==> src/rtl/multicycle_cpu.sv <==
// multicycle_cpu: 8-bit multicycle core fetching 16-bit instructions over a request/ready bus.
// Optional macro CPU_BRANCH_EN enables BEQZ/JMP; without it opcodes B and C execute as NOP.
module multicycle_cpu #(
   parameter int ADDR_W = 8,
   parameter int NREGS  = 16
) (
   input  logic              clk,
   input  logic              rst,
   output logic              mem_req,
   output logic              mem_we,
   output logic [ADDR_W-1:0] mem_addr,
   output logic [1:0]        mem_be,
   output logic [15:0]       mem_wdata,
   input  logic [15:0]       mem_rdata,
   input  logic              mem_ready,
   output logic [1:0]        flags,
   output logic              halted
);
   localparam int PCW = ADDR_W - 1;
   localparam int RW  = (NREGS > 1) ? $clog2(NREGS) : 1;

   localparam logic [1:0] S_FETCH = 2'd0;
   localparam logic [1:0] S_EXEC  = 2'd1;
   localparam logic [1:0] S_MEM   = 2'd2;
   localparam logic [1:0] S_HALT  = 2'd3;

   logic [1:0]        r_state;
   logic [PCW-1:0]    r_pc;
   logic [15:0]       r_inst;
   logic [7:0]        r_regs [NREGS];
   logic              r_carry;
   logic              r_zero;
   logic              r_halted;
   logic              r_mem_req;
   logic              r_mem_we;
   logic [ADDR_W-1:0] r_mem_addr;
   logic [1:0]        r_mem_be;
   logic [15:0]       r_mem_wdata;

   logic [3:0]        w_op;
   logic [RW-1:0]     w_rd;
   logic [RW-1:0]     w_rs1;
   logic [RW-1:0]     w_rs2;
   logic [7:0]        w_imm;
   logic [7:0]        w_a;
   logic [7:0]        w_b;
   logic              w_alu_op;
   logic              w_is_mem;
   logic [8:0]        w_sum;
   logic [7:0]        w_alu;
   logic              w_alu_c;
   logic [PCW-1:0]    w_pc_inc;
   logic [PCW-1:0]    w_pc_next;
   logic [ADDR_W-1:0] w_daddr;
   logic              w_rf_we;
   logic [7:0]        w_rf_wdata;

   assign w_op  = r_inst[15:12];
   assign w_rd  = r_inst[8 +: RW];
   assign w_rs1 = r_inst[4 +: RW];
   assign w_rs2 = r_inst[0 +: RW];
   assign w_imm = r_inst[7:0];
   assign w_a   = r_regs[w_rs1];
   assign w_b   = r_regs[w_rs2];

   assign w_alu_op = (w_op >= 4'h1) && (w_op <= 4'h7);
   assign w_is_mem = (w_op == 4'h9) || (w_op == 4'hA);

   // The 9-bit difference's top bit is the unsigned borrow, so ADD and SUB share one carry path.
   always_comb begin
      w_sum   = 9'd0;
      w_alu   = 8'd0;
      w_alu_c = 1'b0;
      case (w_op)
         4'h1: begin
            w_sum   = {1'b0, w_a} + {1'b0, w_b};
            w_alu   = w_sum[7:0];
            w_alu_c = w_sum[8];
         end
         4'h2: begin
            w_sum   = {1'b0, w_a} - {1'b0, w_b};
            w_alu   = w_sum[7:0];
            w_alu_c = w_sum[8];
         end
         4'h3:    w_alu = w_a & w_b;
         4'h4:    w_alu = w_a | w_b;
         4'h5:    w_alu = w_a ^ w_b;
         4'h6:    w_alu = w_a << w_b[2:0];
         4'h7:    w_alu = w_a >> w_b[2:0];
         default: w_alu = 8'd0;
      endcase
   end

   assign w_pc_inc = r_pc + PCW'(1);

`ifdef CPU_BRANCH_EN
   logic       w_br_take;
   logic [7:0] w_d;
   assign w_d       = r_regs[w_rd];
   assign w_br_take = (w_op == 4'hC) || ((w_op == 4'hB) && (w_d == 8'd0));
   assign w_pc_next = w_br_take ? PCW'(w_imm) : r_pc;
`else
   assign w_pc_next = r_pc;
`endif

   assign w_daddr = ADDR_W'(w_a);

   // Single write port: ALU/LDI results in EXEC, load data when the MEM read completes.
   assign w_rf_we = ((r_state == S_EXEC) && (w_alu_op || (w_op == 4'h8))) ||
                    ((r_state == S_MEM) && mem_ready && !r_mem_we);
   assign w_rf_wdata = (r_state == S_MEM) ? (r_mem_addr[0] ? mem_rdata[15:8] : mem_rdata[7:0]) :
                       ((w_op == 4'h8) ? w_imm : w_alu);

   always_ff @(posedge clk or posedge rst) begin
      if (rst) begin
         for (int i = 0; i < NREGS; i++) r_regs[i] <= 8'd0;
      end else if (w_rf_we) begin
         r_regs[w_rd] <= w_rf_wdata;
      end
   end

   always_ff @(posedge clk or posedge rst) begin
      if (rst) begin
         r_state     <= S_FETCH;
         r_pc        <= '0;
         r_inst      <= 16'd0;
         r_carry     <= 1'b0;
         r_zero      <= 1'b0;
         r_halted    <= 1'b0;
         r_mem_req   <= 1'b0;
         r_mem_we    <= 1'b0;
         r_mem_addr  <= '0;
         r_mem_be    <= 2'b00;
         r_mem_wdata <= 16'd0;
      end else begin
         case (r_state)
            S_FETCH: begin
               // Only the first fetch after reset starts here; later fetches are issued on entry.
               if (!r_mem_req) begin
                  r_mem_req  <= 1'b1;
                  r_mem_we   <= 1'b0;
                  r_mem_addr <= {r_pc, 1'b0};
                  r_mem_be   <= 2'b11;
               end else if (mem_ready) begin
                  r_mem_req <= 1'b0;
                  r_inst    <= mem_rdata;
                  r_pc      <= w_pc_inc;
                  r_state   <= S_EXEC;
               end
            end
            S_EXEC: begin
               if (w_alu_op) begin
                  r_carry <= w_alu_c;
                  r_zero  <= (w_alu == 8'd0);
               end
               if (w_is_mem) begin
                  r_mem_req   <= 1'b1;
                  r_mem_we    <= (w_op == 4'hA);
                  r_mem_addr  <= w_daddr;
                  r_mem_be    <= w_daddr[0] ? 2'b10 : 2'b01;
                  r_mem_wdata <= {w_b, w_b};
                  r_state     <= S_MEM;
               end else if (w_op == 4'hF) begin
                  r_halted <= 1'b1;
                  r_state  <= S_HALT;
               end else begin
                  r_pc       <= w_pc_next;
                  r_mem_req  <= 1'b1;
                  r_mem_we   <= 1'b0;
                  r_mem_addr <= {w_pc_next, 1'b0};
                  r_mem_be   <= 2'b11;
                  r_state    <= S_FETCH;
               end
            end
            S_MEM: begin
               if (mem_ready) begin
                  r_mem_req  <= 1'b1;
                  r_mem_we   <= 1'b0;
                  r_mem_addr <= {r_pc, 1'b0};
                  r_mem_be   <= 2'b11;
                  r_state    <= S_FETCH;
               end
            end
            default: begin
               r_mem_req <= 1'b0;
            end
         endcase
      end
   end

   assign mem_req   = r_mem_req;
   assign mem_we    = r_mem_we;
   assign mem_addr  = r_mem_addr;
   assign mem_be    = r_mem_be;
   assign mem_wdata = r_mem_wdata;
   assign flags     = {r_carry, r_zero};
   assign halted    = r_halted;

endmodule

==> config.mk <==
export PLATFORM = sky130hd
export DESIGN_NAME = multicycle_cpu
export DESIGN_NICKNAME = d
export VERILOG_FILES = /design/src/rtl/multicycle_cpu.sv
export SDC_FILE = /design/constraint.sdc
export NUM_CORES = 1
export LEC_CHECK = 0
export CAP_MARGIN = 20
export CORE_ASPECT_RATIO = 0.75
export CORE_MARGIN = 8
export CORE_UTILIZATION = 35
export DETAILED_ROUTE_END_ITERATION = 10
export GPL_ROUTABILITY_DRIVEN = 0
export PLACE_DENSITY_LB_ADDON = 0.2
export SLEW_MARGIN = 25
export SYNTH_ARGS = -nofsm -noshare
export SYNTH_HDL_FRONTEND = slang
export SYNTH_SLANG_ARGS = --single-unit
==> constraint.sdc <==
create_clock -name clk -period 7.4 [get_ports clk]
set_input_delay 2.22 -clock clk [delete_from_list [all_inputs] [get_ports clk]]
set_output_delay 2.22 -clock clk [all_outputs]
set_load 0.03 [all_outputs]
cell_classes.png
Scale bar: 50 um.
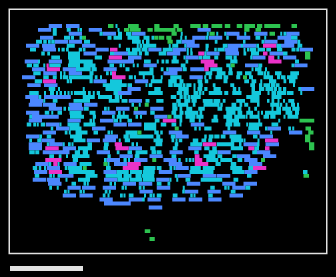
all other logic: marked cyan, cells 838. clock drivers and dummy loads: marked magenta, cells 32. other buffers and delay cells: marked green, cells 63. flip-flops: marked blue, cells 176.

registers.png
Scale bar: 50 um. Other sequential cells in the stronger grey, the rest of the logic in the fainter grey.
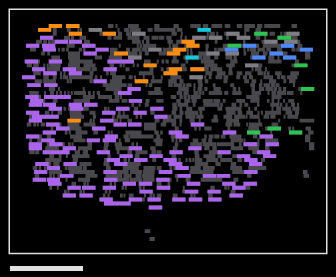
r_regs: marked purple, sequential cells 128. mem_be: marked cyan, sequential cells 2. r_pc: marked blue, sequential cells 7, where upper right. r_inst: marked orange, sequential cells 16. mem_wdata: marked green, sequential cells 8.
Another 15 sequential cells are not coloured.

final_congestion.png
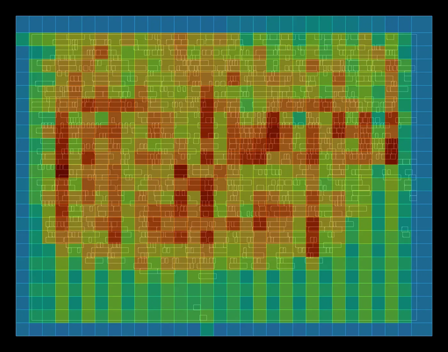
Top Usage Layer GRT: met1
met3 Resource Use GR: 4.75%
WL/cell: 22.3 um
Total Routing Usage GR: 18.7%

clock_map.png
Scale bar: 50 um.
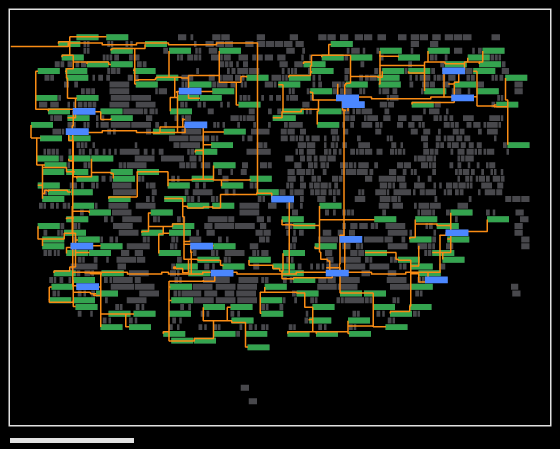
cells driving clock nets: marked blue, count 17. flip-flops: marked green, count 176. clock wires: marked orange, length 2490 um.
Position of the flops: spread over the die. There are 18 routed clock nets.

gate_families.png
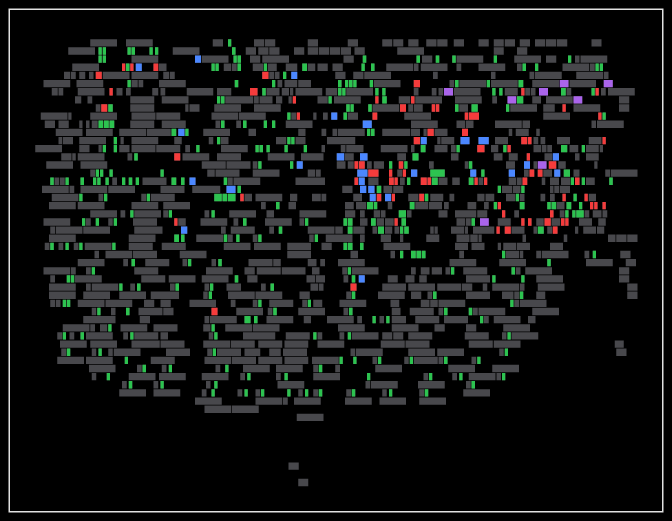
NAND gates: marked green, cells 274, most used nand2_1. XOR/XNOR gates: marked purple, cells 8, most used xnor2_1, where upper right. AND and OR gates: marked blue, cells 28, most used and3_1. NOR gates: marked red, cells 75, most used nor2_1.

[sequential cells by signal, indices dropped and copies added (netlist names)]
| signal | cells |
|---|---|
| r_regs | 128 |
| r_inst | 16 |
| mem_addr | 8 |
| mem_wdata | 8 |
| r_pc | 7 |
| mem_be | 2 |
| r_state | 2 |
| halted | 1 |
| mem_req | 1 |
| mem_we | 1 |
| r_carry | 1 |
| r_zero | 1 |
[cells by family (layout without fill, tap and decap cells)]
family                     Yosys count  count (layout)  synth area share [%]
AOI/OAI and AO/OA                  287             287                  16.5
buffers and inverters              127             129                  5.35
adders and majority gates           32              32                  3.88
and+or+nand+nor                    377             377                  15.5
muxes                              100             100                  16.9
xor gates and xnor gates             8               8                 0.655
DFF                                176             176                  41.2
==> tab_implementation.tex <==
% Generated from flow reports
\begin{tabular}{lr}
\hline
Metric & Value \\
\hline
\multicolumn{2}{l}{\textbf{Outcome}} \\
Status & completed \\
\multicolumn{2}{l}{\textbf{STA}} \\
TNS Setup & 0 ns \\
Slew HR & 30.7\% \\
Fin worst setup slack & 1.84 ns \\
Skew final & 0.0169 ns \\
Peak clock frequency supported by timing & 180 MHz \\
\multicolumn{2}{l}{\textbf{Placed design}} \\
Worst Setup Slack post-DPL & 1.91 ns \\
Cell count after placement & 1476 \\
Final HPWL from detailed placement & 24400 um \\
\multicolumn{2}{l}{\textbf{Min path}} \\
Hold/Removal Path Class & flip-flop to flip-flop \\
Capture endpoint of the worst hold path & r\_pc[6] \\
\multicolumn{2}{l}{\textbf{Power}} \\
Clock group power & 0.957 mW \\
Clock power share & 15.0\% \\
Top contributor to total power & combinational cells \\
Ratio of total power to cell area & 533 nW/um2 \\
Leakage power & 5.05 nW \\
\multicolumn{2}{l}{\textbf{Die}} \\
Chip height & 167 um \\
Ports placed on the boundary & 50 \\
\multicolumn{2}{l}{\textbf{Synth}} \\
Most numerous cell types in the synthesized netlist & sky130\_fd\_sc\_hd\_\_nand2\_1, sky130\_fd\_sc\_hd\_\_dfrtp\_1, sky130\_fd\_sc\_hd\_\_o21ai\_0 \\
Dominant cell by count in the synthesized netlist & sky130\_fd\_sc\_hd\_\_nand2\_1 \\
Post-synth top flop & sky130\_fd\_sc\_hd\_\_dfrtp\_1 \\
Floorplan Nets & 1158 \\
\multicolumn{2}{l}{\textbf{Finish}} \\
Share of final layout cell area taken by non-clock buffers & 4.97\% \\
Top library cells by usage in the layout, fill and taps aside & sky130\_fd\_sc\_hd\_\_nand2\_1, sky130\_fd\_sc\_hd\_\_dfrtp\_1, sky130\_fd\_sc\_hd\_\_o21ai\_0 \\
Footprint of the multi-input gates & 5730 um2 \\
Filler Cell Count & 3011 \\
Antenna diode count & 0 \\
\multicolumn{2}{l}{\textbf{CTS}} \\
Num CTS Buffers & 17 \\
Post-CTS Setup Inserts & 0 \\
\multicolumn{2}{l}{\textbf{Global route}} \\
Global-route met1 utilization & 27.8\% \\
\multicolumn{2}{l}{\textbf{Critical path}} \\
Critical R2R Capture & r\_regs[126] \\
Critical Path Most Common Cell & sky130\_fd\_sc\_hd\_\_nand3\_1 \\
Buffer-and-inverter tally for the worst setup path & 2 \\
Reg2Reg Launch Point & r\_inst[2] \\
\multicolumn{2}{l}{\textbf{Detailed routing}} \\
DR WL met2 & 14000 um \\
\hline
\end{tabular}
Power figures rest on the tool's default switching activity, not on a simulated workload.
